Fig. 1: supply network
Drawn at 4 px/um. Pins as bars on the die edge. Tap cells in grey.
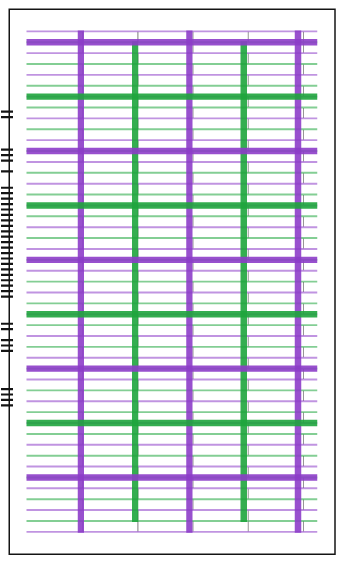
Fig. 2: metal 2
Drawn at 3 px/um.
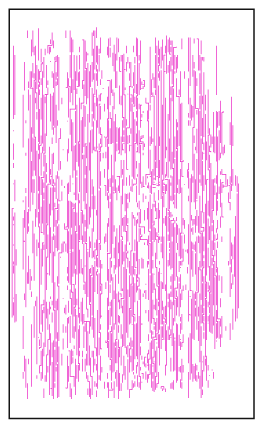
Fig. 3: metal 3
Drawn at 3 px/um. Cells faint in the background.
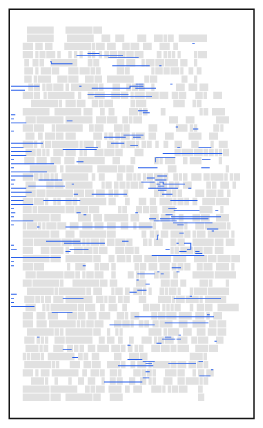
<file path="src/rtl/code_guess_ctrl_pkg.sv">
// Shared types and constants for the code-guessing round controller.
// The FSM encoding and the player ids live here so checkers can bind to them.
package code_guess_ctrl_pkg;

    localparam int DEF_N_DIGITS    = 4;
    localparam int DEF_DIGIT_W     = 3;
    localparam int DEF_MAX_GUESSES = 8;

    localparam logic PLAYER_A = 1'b0;
    localparam logic PLAYER_B = 1'b1;

    typedef enum logic [2:0] {
        ST_IDLE       = 3'd0,
        ST_WAIT_CODE  = 3'd1,
        ST_WAIT_GUESS = 3'd2,
        ST_SCORE      = 3'd3,
        ST_DONE       = 3'd4
    } state_t;

    // Selects the button belonging to a given player.
    function automatic logic pick_button(input logic player, input logic btn_a, input logic btn_b);
        return (player == PLAYER_B) ? btn_b : btn_a;
    endfunction

endpackage

</file>
<file path="src/rtl/code_guess_ctrl_if.sv">
// Player/upstream inputs and score/display outputs of the round controller.
// score_valid is a one-cycle pulse with no ready: exact/partial/guess_cnt change only on it.
interface code_guess_ctrl_if #(
    parameter int N_DIGITS    = 4,
    parameter int DIGIT_W     = 3,
    parameter int MAX_GUESSES = 8
);
    logic                                   started;
    logic                                   active_p;
    logic                                   take_code;
    logic                                   enterA;
    logic                                   enterB;
    logic [N_DIGITS*DIGIT_W-1:0]            code_in;
    logic                                   code_locked;
    logic                                   score_valid;
    logic [$clog2(N_DIGITS+1)-1:0]          exact;
    logic [$clog2(N_DIGITS+1)-1:0]          partial;
    logic [$clog2(MAX_GUESSES+1)-1:0]       guess_cnt;
    logic                                   game_over;
    logic                                   winner;

    modport master (
        output started, active_p, take_code, enterA, enterB, code_in,
        input  code_locked, score_valid, exact, partial, guess_cnt, game_over, winner
    );

    modport slave (
        input  started, active_p, take_code, enterA, enterB, code_in,
        output code_locked, score_valid, exact, partial, guess_cnt, game_over, winner
    );
endinterface

</file>
<file path="src/rtl/code_guess_ctrl_mm_scorer.sv">
// Combinational peg scorer: exact = same colour same slot,
// partial = per-colour overlap of the two codes minus the exact hits.
module mm_scorer #(
    parameter int N_DIGITS = 4,
    parameter int DIGIT_W  = 3
) (
    input  logic [N_DIGITS*DIGIT_W-1:0]   secret,
    input  logic [N_DIGITS*DIGIT_W-1:0]   guess,
    output logic [$clog2(N_DIGITS+1)-1:0] exact,
    output logic [$clog2(N_DIGITS+1)-1:0] partial
);
    localparam int CW   = $clog2(N_DIGITS + 1);
    localparam int NCOL = 1 << DIGIT_W;

    logic [CW-1:0] cnt_s [NCOL];
    logic [CW-1:0] cnt_g [NCOL];
    logic [CW-1:0] exact_c;
    logic [CW-1:0] match_c;

    always_comb begin
        exact_c = '0;
        match_c = '0;
        for (int c = 0; c < NCOL; c++) begin
            cnt_s[c] = '0;
            cnt_g[c] = '0;
        end
        for (int i = 0; i < N_DIGITS; i++) begin
            if (secret[i*DIGIT_W +: DIGIT_W] == guess[i*DIGIT_W +: DIGIT_W])
                exact_c = exact_c + 1'b1;
            cnt_s[secret[i*DIGIT_W +: DIGIT_W]] = cnt_s[secret[i*DIGIT_W +: DIGIT_W]] + 1'b1;
            cnt_g[guess[i*DIGIT_W +: DIGIT_W]]  = cnt_g[guess[i*DIGIT_W +: DIGIT_W]] + 1'b1;
        end
        // Total colour overlap never exceeds N_DIGITS, so CW bits cannot wrap.
        for (int c = 0; c < NCOL; c++)
            match_c = match_c + ((cnt_s[c] < cnt_g[c]) ? cnt_s[c] : cnt_g[c]);
    end

    assign exact   = exact_c;
    assign partial = match_c - exact_c;

endmodule

</file>
<file path="src/rtl/code_guess_ctrl.sv">
// Round controller: latches the codemaker's secret, scores codebreaker guesses,
// counts attempts and declares the winner. Outputs are registered.
module code_guess_ctrl
    import code_guess_ctrl_pkg::*;
#(
    parameter int N_DIGITS    = DEF_N_DIGITS,
    parameter int DIGIT_W     = DEF_DIGIT_W,
    parameter int MAX_GUESSES = DEF_MAX_GUESSES
) (
    input  logic             clk,
    input  logic             reset,
    code_guess_ctrl_if.slave bus,
    output state_t           state_dbg
);
    localparam int CODE_W  = N_DIGITS * DIGIT_W;
    localparam int SCORE_W = $clog2(N_DIGITS + 1);
    localparam int CNT_W   = $clog2(MAX_GUESSES + 1);

    state_t              state_q, state_n;
    logic [CODE_W-1:0]   secret_q, secret_n;
    logic [CODE_W-1:0]   guess_q, guess_n;
    logic                locked_q, locked_n;
    logic                valid_q, valid_n;
    logic [SCORE_W-1:0]  exact_q, exact_n;
    logic [SCORE_W-1:0]  partial_q, partial_n;
    logic [CNT_W-1:0]    cnt_q, cnt_n;
    logic                over_q, over_n;
    logic                winner_q, winner_n;
    logic                prev_a_q, prev_b_q;

    logic                edge_a, edge_b, maker_edge, breaker_edge, round_live;
    logic [SCORE_W-1:0]  sc_exact, sc_partial;

    mm_scorer #(
        .N_DIGITS (N_DIGITS),
        .DIGIT_W  (DIGIT_W)
    ) u_scorer (
        .secret  (secret_q),
        .guess   (guess_q),
        .exact   (sc_exact),
        .partial (sc_partial)
    );

    assign edge_a       = bus.enterA & ~prev_a_q;
    assign edge_b       = bus.enterB & ~prev_b_q;
    assign maker_edge   = pick_button(bus.active_p, edge_a, edge_b);
    assign breaker_edge = pick_button(~bus.active_p, edge_a, edge_b);
    assign round_live   = bus.started & bus.take_code;

    always_ff @(posedge clk or negedge reset) begin
        if (!reset) begin
            state_q   <= ST_IDLE;
            secret_q  <= '0;
            guess_q   <= '0;
            locked_q  <= 1'b0;
            valid_q   <= 1'b0;
            exact_q   <= '0;
            partial_q <= '0;
            cnt_q     <= '0;
            over_q    <= 1'b0;
            winner_q  <= 1'b0;
            prev_a_q  <= 1'b0;
            prev_b_q  <= 1'b0;
        end else begin
            state_q   <= state_n;
            secret_q  <= secret_n;
            guess_q   <= guess_n;
            locked_q  <= locked_n;
            valid_q   <= valid_n;
            exact_q   <= exact_n;
            partial_q <= partial_n;
            cnt_q     <= cnt_n;
            over_q    <= over_n;
            winner_q  <= winner_n;
            prev_a_q  <= bus.enterA;
            prev_b_q  <= bus.enterB;
        end
    end

    always_comb begin
        state_n   = state_q;
        secret_n  = secret_q;
        guess_n   = guess_q;
        locked_n  = locked_q;
        valid_n   = 1'b0;
        exact_n   = exact_q;
        partial_n = partial_q;
        cnt_n     = cnt_q;
        over_n    = over_q;
        winner_n  = winner_q;

        // Losing started/take_code mid-round abandons it as if freshly reset.
        if (state_q != ST_IDLE && !round_live) begin
            state_n   = ST_IDLE;
            secret_n  = '0;
            guess_n   = '0;
            locked_n  = 1'b0;
            exact_n   = '0;
            partial_n = '0;
            cnt_n     = '0;
            over_n    = 1'b0;
            winner_n  = 1'b0;
        end else begin
            unique case (state_q)
                ST_IDLE: begin
                    if (round_live) state_n = ST_WAIT_CODE;
                end
                ST_WAIT_CODE: begin
                    if (maker_edge) begin
                        secret_n = bus.code_in;
                        locked_n = 1'b1;
                        state_n  = ST_WAIT_GUESS;
                    end
                end
                ST_WAIT_GUESS: begin
                    if (breaker_edge) begin
                        guess_n = bus.code_in;
                        state_n = ST_SCORE;
                    end
                end
                ST_SCORE: begin
                    valid_n   = 1'b1;
                    exact_n   = sc_exact;
                    partial_n = sc_partial;
                    cnt_n     = (cnt_q == CNT_W'(MAX_GUESSES)) ? cnt_q : cnt_q + 1'b1;
                    if (sc_exact == SCORE_W'(N_DIGITS)) begin
                        state_n  = ST_DONE;
                        over_n   = 1'b1;
                        winner_n = ~bus.active_p;
                    end else if (cnt_q == CNT_W'(MAX_GUESSES - 1)) begin
                        state_n  = ST_DONE;
                        over_n   = 1'b1;
                        winner_n = bus.active_p;
                    end else begin
                        state_n = ST_WAIT_GUESS;
                    end
                end
                ST_DONE: begin
                    state_n = ST_DONE;
                end
                default: begin
                    state_n = ST_IDLE;
                end
            endcase
        end
    end

    assign bus.code_locked = locked_q;
    assign bus.score_valid = valid_q;
    assign bus.exact       = exact_q;
    assign bus.partial     = partial_q;
    assign bus.guess_cnt   = cnt_q;
    assign bus.game_over   = over_q;
    assign bus.winner      = winner_q;
    assign state_dbg       = state_q;

endmodule

</file>
<file path="src/flat_wrapper.sv">
// flat-port wrapper written by rule: the top's interface ports become plain ports
module code_guess_ctrl_flat import code_guess_ctrl_pkg::*;
#(
    parameter int N_DIGITS    = DEF_N_DIGITS,
    parameter int DIGIT_W     = DEF_DIGIT_W,
    parameter int MAX_GUESSES = DEF_MAX_GUESSES
)
  (clk, reset, state_dbg, bus_started, bus_active_p, bus_take_code, bus_enterA, bus_enterB, bus_code_in, bus_code_locked, bus_score_valid, bus_exact, bus_partial, bus_guess_cnt, bus_game_over, bus_winner);
  code_guess_ctrl_if #(.N_DIGITS(N_DIGITS), .DIGIT_W(DIGIT_W), .MAX_GUESSES(MAX_GUESSES)) bus_i ();
  input  logic clk;
  input  logic reset;
  output state_t state_dbg;
  input wire logic [$bits(bus_i.started)-1:0] bus_started;
  input wire logic [$bits(bus_i.active_p)-1:0] bus_active_p;
  input wire logic [$bits(bus_i.take_code)-1:0] bus_take_code;
  input wire logic [$bits(bus_i.enterA)-1:0] bus_enterA;
  input wire logic [$bits(bus_i.enterB)-1:0] bus_enterB;
  input wire logic [$bits(bus_i.code_in)-1:0] bus_code_in;
  output wire logic [$bits(bus_i.code_locked)-1:0] bus_code_locked;
  output wire logic [$bits(bus_i.score_valid)-1:0] bus_score_valid;
  output wire logic [$bits(bus_i.exact)-1:0] bus_exact;
  output wire logic [$bits(bus_i.partial)-1:0] bus_partial;
  output wire logic [$bits(bus_i.guess_cnt)-1:0] bus_guess_cnt;
  output wire logic [$bits(bus_i.game_over)-1:0] bus_game_over;
  output wire logic [$bits(bus_i.winner)-1:0] bus_winner;
  assign bus_i.started = bus_started;
  assign bus_i.active_p = bus_active_p;
  assign bus_i.take_code = bus_take_code;
  assign bus_i.enterA = bus_enterA;
  assign bus_i.enterB = bus_enterB;
  assign bus_i.code_in = bus_code_in;
  assign bus_code_locked = bus_i.code_locked;
  assign bus_score_valid = bus_i.score_valid;
  assign bus_exact = bus_i.exact;
  assign bus_partial = bus_i.partial;
  assign bus_guess_cnt = bus_i.guess_cnt;
  assign bus_game_over = bus_i.game_over;
  assign bus_winner = bus_i.winner;
  code_guess_ctrl #(.N_DIGITS(N_DIGITS), .DIGIT_W(DIGIT_W), .MAX_GUESSES(MAX_GUESSES)) u_core (.clk(clk), .reset(reset), .bus(bus_i), .state_dbg(state_dbg));
endmodule
</file>
<file path="config.mk">
export PLATFORM = sky130hd
export DESIGN_NAME = code_guess_ctrl_flat
export DESIGN_NICKNAME = d
export VERILOG_FILES = /design/src/rtl/code_guess_ctrl_pkg.sv /design/src/rtl/code_guess_ctrl_if.sv /design/src/rtl/code_guess_ctrl_mm_scorer.sv /design/src/rtl/code_guess_ctrl.sv /design/src/flat_wrapper.sv
export SDC_FILE = /design/constraint.sdc
export NUM_CORES = 1
export LEC_CHECK = 0
export ABC_CLOCK_PERIOD_IN_PS = 8600
export CAP_MARGIN = 20
export CORE_ASPECT_RATIO = 1.75
export CORE_MARGIN = 4
export CORE_UTILIZATION = 62
export DETAILED_ROUTE_END_ITERATION = 10
export PLACE_DENSITY = 0.87
export SYNTH_ARGS = -nofsm -noshare
export SYNTH_HDL_FRONTEND = slang
export SYNTH_SLANG_ARGS = --single-unit
</file>
<file path="constraint.sdc">
create_clock -name clk -period 8.6 [get_ports clk]
set_input_delay 1.72 -clock clk [delete_from_list [all_inputs] [get_ports clk]]
set_output_delay 1.72 -clock clk [all_outputs]
set_load 0.05 [all_outputs]
</file>
==> notes.md <==
Notes on the physical implementation.

- The flow ran to the end, and the final reports show no timing, DRC or antenna violations.
- After clock tree synthesis, the clock-pin slew on the worst setup and hold paths is 0.06 ns.
- The count of final max-slew check failures is 0, for reference.
- The area fraction in and, or, nand and nor cells is 26.62%, for reference.
- The clock skew after layout is 0.003077 ns, for reference.
- Cells fill 68.56% of the core in the end.
- Per the synthesis report, the dominant area consumer among library cells is sky130_fd_sc_hd__dfrtp_1.
- Combinational logic burns 67.4% of the power.
- The pin count of the biggest net entering global routing is 44, for reference.
- The number of global-route vias before repair came to 5498.
- The number of inserted filler cells in the final layout is 784, for reference.
- The most used flip-flop cell after synthesis is sky130_fd_sc_hd__dfrtp_1.
- After synthesis, the netlist uses 71 different library cells.
- Derived from the worst setup path, the maximum achievable clock frequency is 126.8 MHz.
- The max-capacitance violation count is 0, for reference.
- In this run the layout overhead on the synthesized area is reported as 7.578%.
- The reported sequential group power is 0.000244 W, for reference.
- For the clock group, total power comes out at 0.000185 W.
- The number of instances in the synthesized netlist is 727, for reference.
- The root buffer cell chosen for the clock tree is sky130_fd_sc_hd__clkbuf_16.
- The final RePlAce weighted congestion is 0.9532, for reference.
- The number of buffers added for setup after CTS is 0, for reference.
- Summing the areas of all fa, ha and maj instances in the mapped netlist gives 10.88% of the synthesized area.
- The worst vdd rail ir drop is 0.3479 mV, for reference.
- The timing report gives the biggest stage delay along the critical path as 0.66 ns.
- For the worst-skew pair, the clock arrives at the later sink with an insertion delay of 0.29 ns.
- The most numerous cell type found on the critical path is sky130_fd_sc_hd__xnor2_1.
- For the finished layout, the period the worst path requires is 7.886 ns.
- The number of buffers inserted during clock tree synthesis is 5, for reference.
- The max-slew headroom at the worst pin is 34.82%, for reference.
- A synthesized cell averages 7.972 um2.
- Endpoints failing hold in the final report were tallied at 0.
- The number of detailed-route iterations in the first pass is 6, for reference.
- Yosys mapped a number of flops with a built-in enable equal to 0.
- TritonCTS built the clock tree.
- Sequential cells were found to cover 18.57% of the synthesized design area.
- After synthesis, the share of flip-flops with an asynchronous set or reset is 100.0%.
- The maximum clock insertion buffer count is 2, for reference.
- The synthesis stat section lists a flop and latch total of 43.
- The master of the slowest instance on the critical path is sky130_fd_sc_hd__dfrtp_1, for reference.
- In the synthesis report, Yosys lists the chip area as 5796 um2.
- The worst setup path is launched from a flop.
- After global routing the overflow that remains totals 0.
- The first-pass GRT wire length is 28030 um, for reference.
- Of the total synthesized cell area, the portion taken by XOR and XNOR cells is 13.36%.
- When the netlist entered floorplanning its net count stood at 791.
- The part of the total power dissipated in sequential elements is 18.6%, for reference.
- Per the detail_route report, routed wire per instance is 20.79 um.
- The number of antenna violations at the first check in global routing is 0.
- In this run the tool buffered the top-level ports with 35 buffer cells.
- The setup slack after placement is 0.9234 ns, for reference.
- The post-cts repair resize count is 0, for reference.
- Among the non-sequential cells, simple AND/OR/NAND/NOR gates take the most area.
- Sorting the synthesized cells by area gives the leading types as sky130_fd_sc_hd__dfrtp_1 (19%), sky130_fd_sc_hd__ha_1 (7.8%), sky130_fd_sc_hd__xnor2_1 (7.7%).
- The number of setup violations in the final report is 0, for reference.
- By instance count, the leading cell after synthesis is sky130_fd_sc_hd__nor2_1.
- The area share of and-or/or-and cells after synthesis is 16.80%, for reference.
- The number of warnings reported in the yosys synthesis log is 0, for reference.
- Using the TritonRoute via totals, the vias-per-cell ratio works out to 6.605.
- Setup repair after global routing left no endpoint under its margin.
- The final layout net count is 786, for reference.
- The commonest cells after synthesis are sky130_fd_sc_hd__nor2_1 (89), sky130_fd_sc_hd__xnor2_1 (51), sky130_fd_sc_hd__dfrtp_1 (43).
- The cell-internal power is 0.0006793 W, for reference.
- The number of placed cells counting well taps is 835, for reference.
- Summing all multiplexer cells gives an area fraction of 7.858%.
- The static leakage is 2.660 nW, for reference.
- For the worst setup path, the data required time is 8.78 ns.
- The leading cell type in the layout, fill and taps excluded is sky130_fd_sc_hd__nor2_1, for reference.
- Per report_power, the clock group accounts for 14.1% of the total.
- The iteration-0 DRC count of the detailed router is 458, for reference.
- Looking at the max-slew report, the worst-margin pin has a slew of 0.9778 ns.
- The maximum fanout along the worst path is 16, for reference.
- The timing report attributes the biggest portion of critical-path delay to adder cells.
- Setup total negative slack on the finished layout was measured at 0 ns.
- In the setup report, the worst path falls into the class reg2reg.
- The switching share of power is 48.34%, for reference.
- 0 antenna diodes ended up in the layout.
- The count of clock tree sinks is 43, for reference.
- Summed over all nets, the half-perimeter wirelength after detailed placement is 13640 um.
- The floorplan row count is 46, for reference.
- The overall die width is 81.09 um, for reference.
- The floorplan utilization is 63.73%, for reference.
- For this run, the total global-route usage over all layers was measured as 33.16%.
- The core region area is 9094 um2, for reference.
- OpenROAD emitted warnings numbering 36.
- The proportion of layout cells with a drive suffix above 1 is 4.979%, for reference.
- The number of remaining DRC errors is 0, for reference.
- The power spent charging and discharging nets is 0.0006358 W, for reference.
- In this run the full chip footprint comes out at 11020 um2.
- The number of placed I/O pins is 36, for reference.
- The worst setup path is captured at a flop.
- The largest part of the power goes to combinational cells.
- The post-detailed-route count of antenna-violating nets is 0, for reference.
- The portion of the clock cycle consumed by the worst path in the final layout is 91.70%, for reference.
- The area fraction of the largest cell type after synthesis is 18.57%.
- STA reports the tightest min-delay check as being of type reg2reg.
- The combined area of all synthesized cells is 5796 um2, for reference.
- The number of hold buffers added after CTS is 0, for reference.
- The final timing report gives a worst setup slack of 0.7141 ns.
- The number of cells in Yosys stat is 727, for reference.
- The die is 135.9 um tall.
- The arrival time reported for the critical path endpoint is 8.06 ns, for reference.
- The combinational gate power is 0.000886 W, for reference.
- The power density of the placed cells is 210.9 nW/um2, for reference.
- The post-place instance area is 6093 um2, for reference.
- The finished layout cell area is 6235 um2, for reference.
- Per the cell usage report, the commonest logic cells after layout are sky130_fd_sc_hd__nor2_1 (89), sky130_fd_sc_hd__xnor2_1 (51), sky130_fd_sc_hd__dfrtp_1 (43), sky130_fd_sc_hd__nand2_1 (37), sky130_fd_sc_hd__ha_1 (36).
- Counting both buffers and inverters, the worst setup path holds a total of 2.
- Looking at the clock tree report, the H-tree level count equals 2.
- The filler-free cell count of the finished design is 843, for reference.
About Fig. 1:
[purple] VSS
[green] VDD
met1 rails: 47
rows: 46
met5 straps: 9
tap cells: 120

About Fig. 2:
main direction: vertical
wire length on this layer: 9010 um
longest straight run: 63.9 um
nets with wire on the layer: 682
Global Route met2 Usage: 57.96%
overall routed net length: 17530 um
DR vias: 5568

About Fig. 3:
wire length on this layer: 781 um
main direction: horizontal
longest straight run: 28.8 um
GR Layer Usage met3: 4.377%

through the flow:
stage / total power, W / hold slack (ns)
2_1_floorplan: 0.0008516 / 0.7109
3_5_place_dp: 0.001098 / 0.4855
6_report: 0.001315 / 0.5153
5_1_grt: 0.001395 / 0.5255
3_3_place_gp: 0.001070 / 0.4800
4_1_cts: 0.001295 / 0.5134
path summary, 6_finish.rpt:
| path | start | end | slack (ns) | depth (start not counted) |
|---|---|---|---|---|
| worst max-delay path | u_core.secret_q[2] | u_core.bus.partial[2] | 0.71 | 28 |
| worst min-delay path | u_core.bus.partial[0] | u_core.bus.partial[0] | 0.52 | 1 |
| min in group asynchronous | reset | u_core.prev_b_q | 1.58 | 1 |
| max in group asynchronous | reset | u_core.bus.guess_cnt[3] | 6.40 | 1 |
| worst min register to register | u_core.bus.partial[0] | u_core.bus.partial[0] | 0.52 | 1 |
| worst max register to register | u_core.secret_q[2] | u_core.bus.partial[2] | 0.71 | 28 |
final cells by class:
cell class | instances | area [um2] | area share, %
Multi-Input combinational cell | 606 | 4383 | 70.30
Sequential cell | 43 | 1076 | 17.26
Timing Repair Buffer | 41 | 390.4 | 6.261
Tap cell | 120 | 150.1 | 2.408
Clock buffer | 6 | 128.9 | 2.067
Inverter | 25 | 93.84 | 1.505
Clock inverter | 2 | 12.51 | 0.2007
routing by layer:
metal | up-vias | global-route usage, % | wire (um)
li1 | 2596 | - | -
met1 | 2677 | 36.11 | 6496
met2 | 219 | 57.96 | 9005
met3 | 76 | 4.377 | 781
met4 | 0 | 22.65 | 1243
met5 | - | 0 | 0
Power and IR drop assume default switching activity.
